==> src/rtl/jkff_monitor.sv <==
// Purpose : protocol checker beside a JK flip-flop; predicts next q from {j,k} and the observed q, flags mismatches.
// Latency : a bad q sampled at edge t shows as err=1 during the cycle after edge t; all outputs registered.
// Backpressure: none; en=0 suspends checking, and the first enabled edge afterwards only resyncs the prediction.
//
// Ports:
//   clk, rst          - clock (posedge), synchronous active-high reset shared with the watched flip-flop
//   en                - check enable
//   j, k, q, q_bar    - the flip-flop's inputs and outputs, as seen at the flip-flop pins
//   err               - one-cycle pulse per failing comparison
//   err_sticky        - set by the first failure, cleared only by rst
//   err_count         - failing comparisons, saturating at all-ones
//   chk_count         - comparisons performed, saturating at all-ones
//   first_err_*       - context captured at the first failure, frozen until rst
//   state             - checker FSM state: IDLE=00, RCHK=01, RUN=10
module jkff_monitor #(
    parameter int CNT_W = 16
) (
    input  logic             clk,
    input  logic             rst,
    input  logic             en,
    input  logic             j,
    input  logic             k,
    input  logic             q,
    input  logic             q_bar,
    output logic             err,
    output logic             err_sticky,
    output logic [CNT_W-1:0] err_count,
    output logic [CNT_W-1:0] chk_count,
    output logic             first_err_valid,
    output logic [1:0]       first_err_jk,
    output logic             first_err_exp,
    output logic             first_err_q,
    output logic [1:0]       state
);

    typedef enum logic [1:0] {
        ST_IDLE = 2'b00,
        ST_RCHK = 2'b01,
        ST_RUN  = 2'b10
    } state_t;

    localparam logic [CNT_W-1:0] CNT_MAX = '1;

    // JK characteristic equation: 00 hold, 01 reset, 10 set, 11 toggle.
    function automatic logic jk_next(input logic qp, input logic jv, input logic kv);
        logic nq;
        case ({jv, kv})
            2'b00:   nq = qp;
            2'b01:   nq = 1'b0;
            2'b10:   nq = 1'b1;
            default: nq = ~qp;
        endcase
        return nq;
    endfunction

    state_t           state_q, state_d;
    logic             exp_q, exp_d;
    logic [1:0]       exp_jk_q, exp_jk_d;
    logic             err_q, err_d;
    logic             err_sticky_q, err_sticky_d;
    logic [CNT_W-1:0] err_count_q, err_count_d;
    logic [CNT_W-1:0] chk_count_q, chk_count_d;
    logic             fe_valid_q, fe_valid_d;
    logic [1:0]       fe_jk_q, fe_jk_d;
    logic             fe_exp_q, fe_exp_d;
    logic             fe_q_q, fe_q_d;

    logic             do_cmp;
    logic             do_pred;
    logic             mismatch;

    // A failure is either the wrong q or outputs that are not complementary.
    assign mismatch = (q != exp_q) || (q_bar != ~q);

    always_comb begin
        state_d      = state_q;
        exp_d        = exp_q;
        exp_jk_d     = exp_jk_q;
        err_d        = 1'b0;
        err_sticky_d = err_sticky_q;
        err_count_d  = err_count_q;
        chk_count_d  = chk_count_q;
        fe_valid_d   = fe_valid_q;
        fe_jk_d      = fe_jk_q;
        fe_exp_d     = fe_exp_q;
        fe_q_d       = fe_q_q;
        do_cmp       = 1'b0;
        do_pred      = 1'b0;

        case (state_q)
            // RCHK compares against exp=0 left by reset: the reset check.
            ST_RCHK, ST_RUN: begin
                if (en) begin
                    do_cmp  = 1'b1;
                    do_pred = 1'b1;
                    state_d = ST_RUN;
                end else begin
                    state_d = ST_IDLE;
                end
            end
            // Leaving IDLE there is no valid expectation yet, so this edge only resyncs.
            ST_IDLE: begin
                if (en) begin
                    do_pred = 1'b1;
                    state_d = ST_RUN;
                end
            end
            default: state_d = ST_IDLE;
        endcase

        if (do_cmp) begin
            if (chk_count_q != CNT_MAX) begin
                chk_count_d = chk_count_q + CNT_W'(1);
            end
            if (mismatch) begin
                err_d        = 1'b1;
                err_sticky_d = 1'b1;
                if (err_count_q != CNT_MAX) begin
                    err_count_d = err_count_q + CNT_W'(1);
                end
                if (!fe_valid_q) begin
                    fe_valid_d = 1'b1;
                    fe_jk_d    = exp_jk_q;
                    fe_exp_d   = exp_q;
                    fe_q_d     = q;
                end
            end
        end

        // Predict from the observed q, not from exp, so a single bad q yields a single error.
        if (do_pred) begin
            exp_d    = jk_next(q, j, k);
            exp_jk_d = {j, k};
        end
    end

    always_ff @(posedge clk) begin
        if (rst) begin
            state_q      <= ST_RCHK;
            exp_q        <= 1'b0;
            exp_jk_q     <= 2'b00;
            err_q        <= 1'b0;
            err_sticky_q <= 1'b0;
            err_count_q  <= '0;
            chk_count_q  <= '0;
            fe_valid_q   <= 1'b0;
            fe_jk_q      <= 2'b00;
            fe_exp_q     <= 1'b0;
            fe_q_q       <= 1'b0;
        end else begin
            state_q      <= state_d;
            exp_q        <= exp_d;
            exp_jk_q     <= exp_jk_d;
            err_q        <= err_d;
            err_sticky_q <= err_sticky_d;
            err_count_q  <= err_count_d;
            chk_count_q  <= chk_count_d;
            fe_valid_q   <= fe_valid_d;
            fe_jk_q      <= fe_jk_d;
            fe_exp_q     <= fe_exp_d;
            fe_q_q       <= fe_q_d;
        end
    end

    assign err             = err_q;
    assign err_sticky      = err_sticky_q;
    assign err_count       = err_count_q;
    assign chk_count       = chk_count_q;
    assign first_err_valid = fe_valid_q;
    assign first_err_jk    = fe_jk_q;
    assign first_err_exp   = fe_exp_q;
    assign first_err_q     = fe_q_q;
    assign state           = state_q;

endmodule

==> config.mk <==
export PLATFORM = sky130hd
export DESIGN_NAME = jkff_monitor
export DESIGN_NICKNAME = d
export VERILOG_FILES = /design/src/rtl/jkff_monitor.sv
export SDC_FILE = /design/constraint.sdc
export NUM_CORES = 1
export LEC_CHECK = 0
export ABC_AREA = 0
export CAP_MARGIN = 20
export CORE_MARGIN = 2
export CORE_UTILIZATION = 50
export DETAILED_ROUTE_END_ITERATION = 10
export PLACE_DENSITY = 0.8
export RECOVER_POWER = 25
export SKIP_LAST_GASP = 1
export SYNTH_ARGS = -nofsm -noshare
export SYNTH_HDL_FRONTEND = slang
export SYNTH_SLANG_ARGS = --single-unit
==> constraint.sdc <==
create_clock -name clk -period 2.7 [get_ports clk]
set_input_delay 0.675 -clock clk [delete_from_list [all_inputs] [get_ports clk]]
set_output_delay 0.675 -clock clk [all_outputs]
set_load 0.01 [all_outputs]
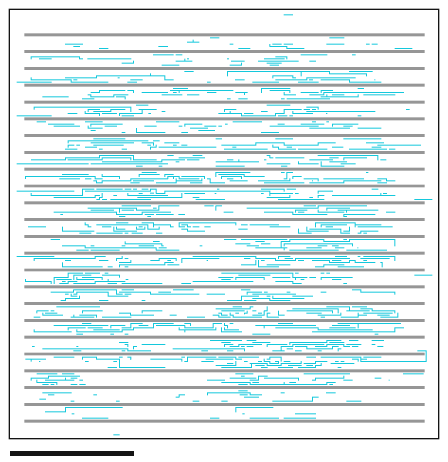
(images/met1.png)
Bar = 20 µm. Supply wires on this layer in gray.
main direction	horizontal
share of all routed wire	46%
nets with wire on the layer	288
drt total wl: 5.17 mm
met1 Usage GRT: 27.3%

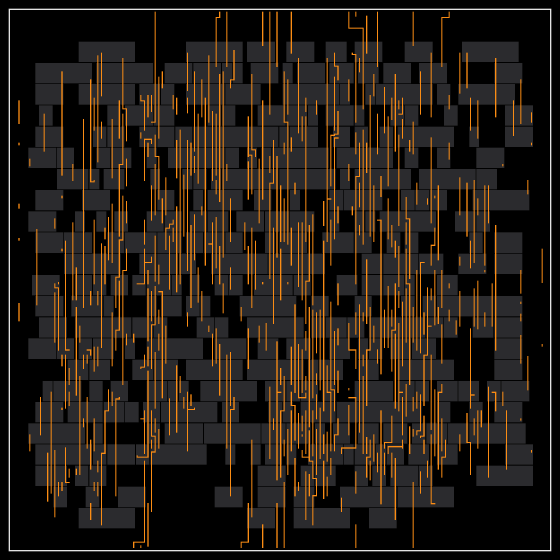
(images/met2.png)
longest straight run	24.1 µm
wire length on this layer	2,510 µm
main direction	vertical
M2 GR Usage: 37.9%
DR vias: 2,139

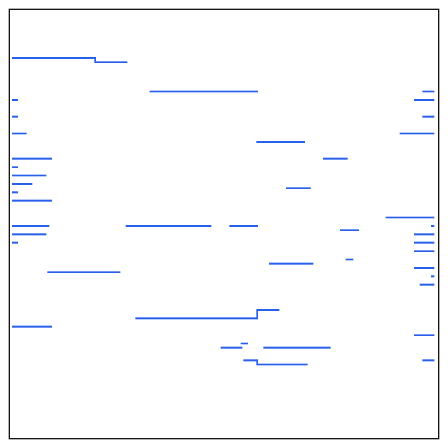
(images/met3.png)
share of all routed wire	4.3%
main direction	horizontal
wire length on this layer	223 µm
met3 GRT Util: 5.52%

==> flow_summary.yaml <==
# flow metrics
run_status:
  status: "finished clean"
worst_setup_path:
  r2r.worst_path.cells: 7
  worst-setup-path-type: "in -> reg"
  rr_startpoint: "state[0]"
  crit_fanout: 13
  timing.rr.end: "err_count[13]"
  crit_end: "err_count[13]"
  start_kind: "input port"
  cp.required_ns: 2.92
  crit_start: "en"
  crit_path_end_kind: "flop"
  rrSetupSlack_ns: 0.38
  crit_arrival_ns: 2.69
floorplan:
  rows: 23
  fp.dieH_um: 69.3
  die_w_um: 69.3
  ioPinCount: 48
  core_area_um2: 4060
  die_area_um2: 4800
  initial_core_util_pct: 52.5
synth:
  ys_ff: 43
  postSynthCellCount: 254
  fp_nets: 265
  top_cell_area_share_pct: 40.4
  ys_area_um2: 2130
  yosysWarningCount: 0
  area_leaders: "dfxtp_1 (40%), a21oi_1 (5.9%), o31ai_1 (4.9%), or4_1 (4.6%), nand3_1 (3.5%)"
  edf_count: 0
  synthDistinctLibCells: 41
  yosys_most_used_dff: "dfxtp_1"
  most_common_cell: "dfxtp_1"
  synth_area_leader_cell: "dfxtp_1"
  synth_seq_share_pct: 40.4
  synth_area_um2: 2130
  async_flop_share_pct: 0
  ys_cells: 254
  common_cells: "dfxtp_1 (43), a21oi_1 (25), nor2_1 (17)"
  syn_area_per_cell_um2: 8.39
route:
  via_per_inst: 5.94
  wl_met2_mm: 2.51
  wl_per_cell_um: 14.4
  highest_layer: "met4"
  route.met3.wl_um: 222
  wl_met1_mm: 2.38
  ant_nets: 0
  drc: 0
  first_pass_iters: 4
  drt_iter0_markers: 132
clocking:
  cts_hold_buf: 0
  cts_max_path_buffers: 2
  post_cts_buffers: 0
  cts_root_buffer: "clkbuf_8"
  cts_tree: "done"
  path_clk_slew_ns: 0.08
  cts_sinks: 43
  cts_max_level: 2
  cts_resized: 0
  insertion_delay_ns: 0.30
  cts_made_buffers: 5
sta:
  min_period_ns: 2.46
  final-setup-viol-count: 0
  maxSlewViolCount: 0
  fmax_mhz: 406
  hold_viol: 0
  tightest_slew_ns: 0.868
  grt_setup_unrepaired: "false"
  clock-skew-final_ns: 0.00605
  timing.final.crit_share_pct: 91.3
  slew_headroom_pct: 42.1
  tns_ns: 0
finish:
  final_area_um2: 2830
  antenna_cells: 0
  syn_to_final_growth_pct: 32.7
  final_net_count: 320
  fin_util_pct: 69.7
  drive_gt1_share_pct: 8.39
power:
  max-vdd-ir-drop_uv: 380
  total_power_mw: 1.42
  powerDensity_nw_per_um2: 501
  p_leak_nw: 0.967
global_route:
  antenna_found_initial: 0
  grt_pass1_vias: 1978
  grt_usage_pct: 22.2
  grt_max_degree: 44
  grt_first_pass_wirelength_mm: 8.86
  grt.overflow.total: 0
run:
  warning_count: 27
  maxCapViolCount: 0
placed_design:
  dpl_cell_area_um2: 2720
  dpl.hpwl_mm: 3.62
  gp_congestion: 0.854
  io_buffers: 47
min_path:
  hp-class: "reg -> reg"
[through the flow]
step           setup slack (ns)  hold WS, ns  cells
2_1_floorplan             0.567        0.431    254
3_3_place_gp             0.0571        0.443    351
3_5_place_dp            0.00383        0.456    351
4_1_cts                   0.317        0.471    359
5_1_grt                   0.134        0.489    360
6_report                  0.236        0.471    360
[report_power, final]
group	internal [mW]	switching (mW)	leakage, nW	total (mW)
logic	0.0697	0.0831	0.553	0.153
clock network	0.370	0.229	0.0654	0.599
registers	0.651	0.0137	0.348	0.664
[per-layer routing]
metal | vias up | GRT usage [%]
met5 | - | 0
met4 | 0 | 7.19
met3 | 6 | 5.52
met2 | 53 | 37.9
met1 | 999 | 27.3
li1 | 1081 | -
[critical path, cell delays in order]
cell and delay [ns]:
dlygate4sd3_1 0.55, nand2_1 0.15, or3_1 0.46, buf_4 0.20, or4_1 0.50, a21oi_1 0.15
[final cells by class]
cell class                      instances  area, µm²
Clock inverter                          2       60.1
Clock buffer                            6       72.6
Inverter                                9       33.8
Tap cell                               50       62.6
Multi-Input combinational cell        189       1180
Sequential cell                        43        861
Fill cell                             352       1230
Timing Repair Buffer                   61        562
[worst min path at each step]
stage,from,end,slack [ns],depth (start not counted)
4_1_cts,exp_jk_q[1],first_err_jk[1],0.47,2
3_3_place_gp,exp_jk_q[1],first_err_jk[1],0.44,2
6_report,exp_jk_q[1],first_err_jk[1],0.47,2
5_1_grt,exp_jk_q[1],first_err_jk[1],0.49,2
3_5_place_dp,exp_jk_q[1],first_err_jk[1],0.46,2
2_1_floorplan,exp_jk_q[0],first_err_jk[0],0.43,2
[layout by cell type, fill, tap and decap left out, drive strengths merged, types with 3 or more instances in the layout]
master         count
nor4               8
clkbuf            10
and4               3
nor3               5
a21oi             25
o21ai             14
nand3             15
nand2             15
or4               15
nand4             11
mux2               3
inv                9
clkdlybuf4s50     32
o31ai             14
nor2              17
and3               3
ha                 4
buf               10
or3                8
nor2b              4
dlygate4sd3       15
dfxtp             43
mux2i              4
[kinds of logic after synthesis]
kind of cell,Yosys count,synth area share [%]
simple gates,111,29.9
mux,7,3.46
buf+inv,22,4.28
compound gates,66,19.2
flops,43,40.4
fa+ha+maj,4,2.35
xor+xnor,1,0.411
[flip-flops by register name, summed over array words and instances (netlist names)]
signal and flops:
first_err_q 1, err 1, first_err_exp 1, exp_q 1
state 2, first_err_valid 1, exp_jk_q 2, chk_count 16
first_err_jk 2, err_count 16
Power figures rest on the tool's default switching activity, not on a simulated workload.
